===== config.mk =====
export PLATFORM = sky130hd
export DESIGN_NAME = counter_event_logger
export DESIGN_NICKNAME = d
export VERILOG_FILES = /design/src/rtl/counter_event_logger_pkg.sv /design/src/rtl/counter_event_logger_evt_fifo.sv /design/src/rtl/counter_event_logger.sv
export SDC_FILE = /design/constraint.sdc
export NUM_CORES = 1
export LEC_CHECK = 0
export ABC_AREA = 1
export CAP_MARGIN = 20
export CORE_UTILIZATION = 45
export DETAILED_ROUTE_END_ITERATION = 10
export PLACE_DENSITY = 0.64
export SYNTH_ARGS = -nofsm -noshare
export SYNTH_HDL_FRONTEND = slang
export SYNTH_SLANG_ARGS = --single-unit

===== constraint.sdc =====
create_clock -name clk -period 3.76 [get_ports clk]
set_clock_uncertainty 0.15 [all_clocks]
set_input_delay 0.564 -clock clk [delete_from_list [all_inputs] [get_ports clk]]
set_output_delay 0.564 -clock clk [all_outputs]
set_load 0.005 [all_outputs]

===== src/rtl/counter_event_logger_pkg.sv =====
// Shared constants for the counter event logger: event-type bit positions
// and the width of one logged entry.
package counter_logger_pkg;

  localparam int EVT_MATCH_BIT = 0;
  localparam int EVT_WRAP_BIT  = 1;
  localparam int EVT_TYPE_W    = 2;

  function automatic int evt_w(input int ts_w);
    return ts_w + EVT_TYPE_W;
  endfunction

endpackage


===== src/rtl/counter_event_logger_evt_fifo.sv =====
// Synchronous first-word-fall-through FIFO with registered head/valid/level.
// When full, a push is accepted only alongside a pop. When empty, the head holds its last value.
module evt_fifo #(
  parameter int W     = 18,
  parameter int DEPTH = 8
) (
  input  logic                       clk,
  input  logic                       rst,
  input  logic                       push,
  input  logic [W-1:0]               push_data,
  input  logic                       pop,
  output logic [W-1:0]               dout,
  output logic                       valid,
  output logic                       full,
  output logic [$clog2(DEPTH):0]     level
);

  localparam int AW = $clog2(DEPTH);
  localparam int LW = AW + 1;

  logic [W-1:0]  mem_q [DEPTH];
  logic [AW-1:0] wr_ptr_q, wr_ptr_d;
  logic [AW-1:0] rd_ptr_q, rd_ptr_d;
  logic [AW-1:0] rd_nxt_s;
  logic [LW-1:0] level_q, level_d;
  logic [W-1:0]  dout_q, dout_d;
  logic          valid_q, valid_d;
  logic          pop_ok_s, push_ok_s;

  always_comb begin
    pop_ok_s  = pop && valid_q;
    push_ok_s = push && ((level_q != LW'(DEPTH)) || pop_ok_s);
    rd_nxt_s  = rd_ptr_q + AW'(1'b1);

    if (push_ok_s && !pop_ok_s) begin
      level_d = level_q + LW'(1'b1);
    end else if (pop_ok_s && !push_ok_s) begin
      level_d = level_q - LW'(1'b1);
    end else begin
      level_d = level_q;
    end

    if (push_ok_s) begin
      wr_ptr_d = wr_ptr_q + AW'(1'b1);
    end else begin
      wr_ptr_d = wr_ptr_q;
    end

    if (pop_ok_s) begin
      rd_ptr_d = rd_nxt_s;
    end else begin
      rd_ptr_d = rd_ptr_q;
    end

    // Next head: the stored successor, or the incoming word when it lands in an emptying FIFO.
    if (pop_ok_s) begin
      if (level_q > LW'(1'b1)) begin
        dout_d = mem_q[rd_nxt_s];
      end else if (push_ok_s) begin
        dout_d = push_data;
      end else begin
        dout_d = dout_q;
      end
    end else if (push_ok_s && !valid_q) begin
      dout_d = push_data;
    end else begin
      dout_d = dout_q;
    end

    valid_d = (level_d != {LW{1'b0}});
  end

  always_ff @(posedge clk or posedge rst) begin
    if (rst) begin
      wr_ptr_q <= {AW{1'b0}};
      rd_ptr_q <= {AW{1'b0}};
      level_q  <= {LW{1'b0}};
      dout_q   <= {W{1'b0}};
      valid_q  <= 1'b0;
    end else begin
      wr_ptr_q <= wr_ptr_d;
      rd_ptr_q <= rd_ptr_d;
      level_q  <= level_d;
      dout_q   <= dout_d;
      valid_q  <= valid_d;
    end
  end

  always_ff @(posedge clk) begin
    if (push_ok_s) begin
      mem_q[wr_ptr_q] <= push_data;
    end
  end

  assign dout  = dout_q;
  assign valid = valid_q;
  assign level = level_q;
  assign full  = (level_q == LW'(DEPTH));

endmodule


===== src/rtl/counter_event_logger.sv =====
// Watches a counter for compare-match and wrap events, timestamps them and queues them
// in a FWFT FIFO drained over valid/ready. Wrap detection requires CNT_LOGGER_WRAP_EVT_EN.
module counter_event_logger
  import counter_logger_pkg::*;
#(
  parameter int               CNT_W   = 8,
  parameter int               TS_W    = 16,
  parameter int               DEPTH   = 8,
  parameter logic [CNT_W-1:0] CMP_RST = {CNT_W{1'b0}}
) (
  input  logic                        clk,
  input  logic                        RST,
  input  logic [CNT_W-1:0]            cnt_in,
  input  logic                        cmp_we,
  input  logic [CNT_W-1:0]            cmp_data,
  output logic                        evt_valid,
  input  logic                        evt_ready,
  output logic [TS_W+1:0]             evt_data,
  output logic [$clog2(DEPTH):0]      fifo_level,
  output logic                        ovf,
  input  logic                        ovf_clr
);

  localparam int EW = evt_w(TS_W);

  logic [CNT_W-1:0]      cnt_q, cnt_d;
  logic [CNT_W-1:0]      cmp_q, cmp_d;
  logic [TS_W-1:0]       ts_q, ts_d;
  logic                  primed_q, primed_d;
  logic                  ovf_q, ovf_d;
  logic                  changed_s;
  logic [EVT_TYPE_W-1:0] evt_type_s;
  logic                  push_s, pop_s, drop_s;
  logic [EW-1:0]         evt_word_s;
  logic                  fifo_full_s;

  always_comb begin
    cnt_d    = cnt_in;
    ts_d     = ts_q + TS_W'(1'b1);
    primed_d = 1'b1;

    if (cmp_we) begin
      cmp_d = cmp_data;
    end else begin
      cmp_d = cmp_q;
    end

    // Only a change of the observed value counts; the old compare value is used this cycle.
    changed_s                 = primed_q && (cnt_in != cnt_q);
    evt_type_s                = {EVT_TYPE_W{1'b0}};
    evt_type_s[EVT_MATCH_BIT] = changed_s && (cnt_in == cmp_q);
`ifdef CNT_LOGGER_WRAP_EVT_EN
    evt_type_s[EVT_WRAP_BIT]  = changed_s && (cnt_in < cnt_q);
`else
    evt_type_s[EVT_WRAP_BIT]  = 1'b0;
`endif

    push_s     = |evt_type_s;
    pop_s      = evt_valid && evt_ready;
    drop_s     = push_s && fifo_full_s && !pop_s;
    evt_word_s = {ts_q, evt_type_s};

    if (drop_s) begin
      ovf_d = 1'b1;
    end else if (ovf_clr) begin
      ovf_d = 1'b0;
    end else begin
      ovf_d = ovf_q;
    end
  end

  always_ff @(posedge clk or posedge RST) begin
    if (RST) begin
      cnt_q    <= {CNT_W{1'b0}};
      cmp_q    <= CMP_RST;
      ts_q     <= {TS_W{1'b0}};
      primed_q <= 1'b0;
      ovf_q    <= 1'b0;
    end else begin
      cnt_q    <= cnt_d;
      cmp_q    <= cmp_d;
      ts_q     <= ts_d;
      primed_q <= primed_d;
      ovf_q    <= ovf_d;
    end
  end

  evt_fifo #(
    .W     (EW),
    .DEPTH (DEPTH)
  ) u_fifo (
    .clk       (clk),
    .rst       (RST),
    .push      (push_s),
    .push_data (evt_word_s),
    .pop       (pop_s),
    .dout      (evt_data),
    .valid     (evt_valid),
    .full      (fifo_full_s),
    .level     (fifo_level)
  );

  assign ovf = ovf_q;

endmodule


==> flow_summary.ini, run 1 <==
; physical design summary
[setup_path]
cpPeakStageDelay_ns = 0.55
endpoint_kind = flop
critical-path-slowest-cell = clkdlybuf4s50_1
critical_path_buf_inv_count = 4

[finish]
post-route-util_pct = 53.51
largest_reg_flops = 136
layout_top_cells = 136 x edfxtp_1, 105 x nand2_1, 84 x nor2_1
inv_count = 41

[detailed_routing]
detail-route-antenna-nets = 0
wl_met3_um = 834
vias = 5273

[synthesis]
top_logic_kind = simple AND/OR/NAND/NOR gates
netlist_area_um2 = 8259
synth.largest_area_cell = edfxtp_1
syn_area_per_cell_um2 = 11.94
ys_warn_count = 0
ys_sh_adder_pct = 1.060

[clocking]
cts_resized = 0

[sta]
fmax_mhz = 351.2
setup_violations = 0
slew_headroom_pct = 33.59
slew_viol_final = 0

[placed_design]
portBuffers = 43

[hold_path]
hold_depth = 2

[global_route]
grt_first_pass_wirelength_mm = 27.72
overflow = 0

[run_status]
outcome = finished clean

[power_and_ir_drop]
p_comb_mw = 2.19
pwr_density_cell_nw_per_um2 = 672.0
p_int_mw = 4.159
switching_share_pct = 35.62
p_leak_nw = 3.730

[floorplanning]
chipArea_um2 = 18900
Run 1, congestion heat map:
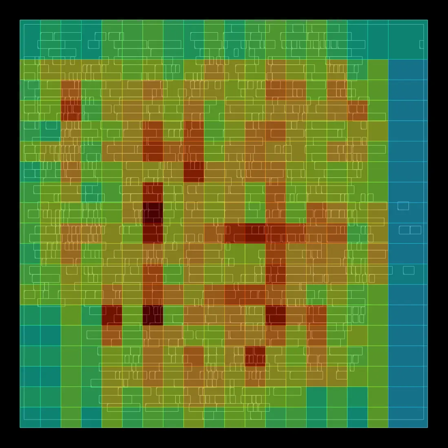
routed len/inst: 17.27 µm
met3 track demand over resource: 4.967%
met1 Track Usage GR: 26.69%
GRT Total Usage: 19.80%
GR Layer Usage met2: 30.99%

Run 1, cells coloured by class:
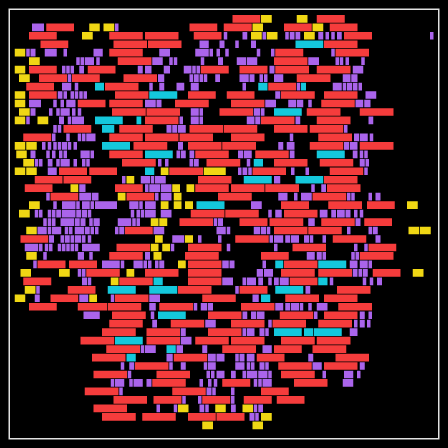
colour	class	cells
yellow	remaining buffers and delay cells	65
red	registers	198
cyan	clock drivers and dummy loads	32
purple	remaining logic cells	461

Run 1, I/O nets highlighted:
Scale bar: 50 µm.
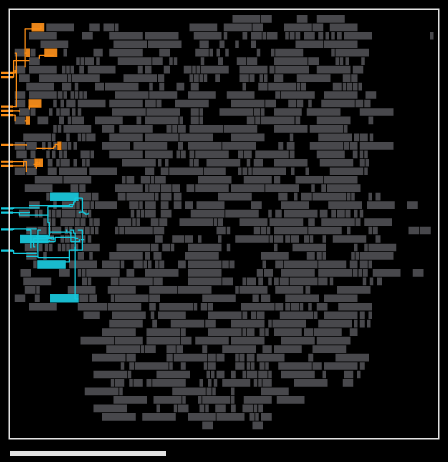
colour	port	direction	edge	end cells	buffers	wire
cyan	fifo_level	output	west	4	4	211 µm
orange	cmp_data	input	west	8	8	98.4 µm

==> inputs of run 2 (changes only) <==
==> constraint.sdc (replaced) <==
create_clock -name clk -period 2.9 [get_ports clk]
set_clock_uncertainty 0.15 [all_clocks]
set_input_delay 0.435 -clock clk [delete_from_list [all_inputs] [get_ports clk]]
set_output_delay 0.435 -clock clk [all_outputs]
set_load 0.005 [all_outputs]
Run 2, floorplan with the power grid:
Scale bar: 50 µm. Pins as bars on the die edge.
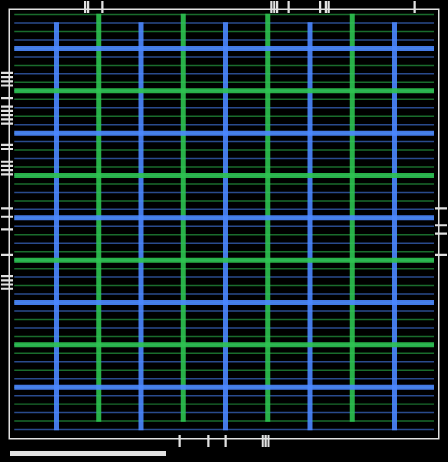
colour	net
blue	VSS
green	VDD
met1 rails	50
rows	49
met5 straps	9

==> run 2 against run 1 <==
  * Sequential power grew about 30%
  * Synthesized area is the same
  * Global-route usage grew 0.55 points
  * Total power grew 34%
  * Combinational power grew 35%
  * Register-to-register slack lost 0.70 ns
  * Die area is the same
  * Sequential share of layout area shrank 0.92 points
  * Clock-buffer cell count grew 5
  * Final cell count grew 1.1%
  * Routed wire length grew 2.5%
  * Worst hold slack lost 0.11 ns
  * Critical path type unchanged
  * Highest routed layer unchanged
==> flow_summary.ini, run 2 <==
; physical design summary
[synthesis]
ys_warn_count = 0
synth.largest_area_cell = edfxtp_1
syn_area_per_cell_um2 = 11.94
netlist_area_um2 = 8259
top_logic_kind = simple AND/OR/NAND/NOR gates

[power_and_ir_drop]
p_int_mw = 5.699
pwr_density_cell_nw_per_um2 = 885.8

[run_status]
outcome = finished clean

[global_route]
grt_usage_pct = 20.35
grt_first_pass_wirelength_mm = 28.39
grtUsageMet2_pct = 33.19
grt_util_met3_pct = 3.679
overflow = 0
grt_max_degree = 40
grtUsageMet1_pct = 27.14

[detailed_routing]
vias = 5255
wire_per_inst_um = 17.52
wl_met3_um = 674

[finish]
inv_count = 41
post-route-util_pct = 54.36
layout_top_cells = 136 x edfxtp_1, 105 x nand2_1, 84 x nor2_1
largest_reg_flops = 136

[setup_path]
endpoint_kind = flop
critical_path_buf_inv_count = 4
critical-path-slowest-cell = clkdlybuf4s50_1

[floorplanning]
chipArea_um2 = 18900

[placed_design]
portBuffers = 43

[sta]
slew_viol_final = 0

[clocking]
cts_resized = 0
Run 2, cell density map:
Scale bar: 50 µm. 14 x 14 tiles, from black (low) to pale yellow (high), 0 to 100% covered.
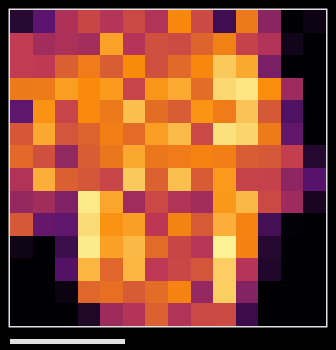
mean over tiles	50%
fullest tile	97%
tiles over 75% full	20%
nearly empty tiles	14%
emptiest ninth of the die	south-east

Power is estimated from default activity; no workload was simulated.
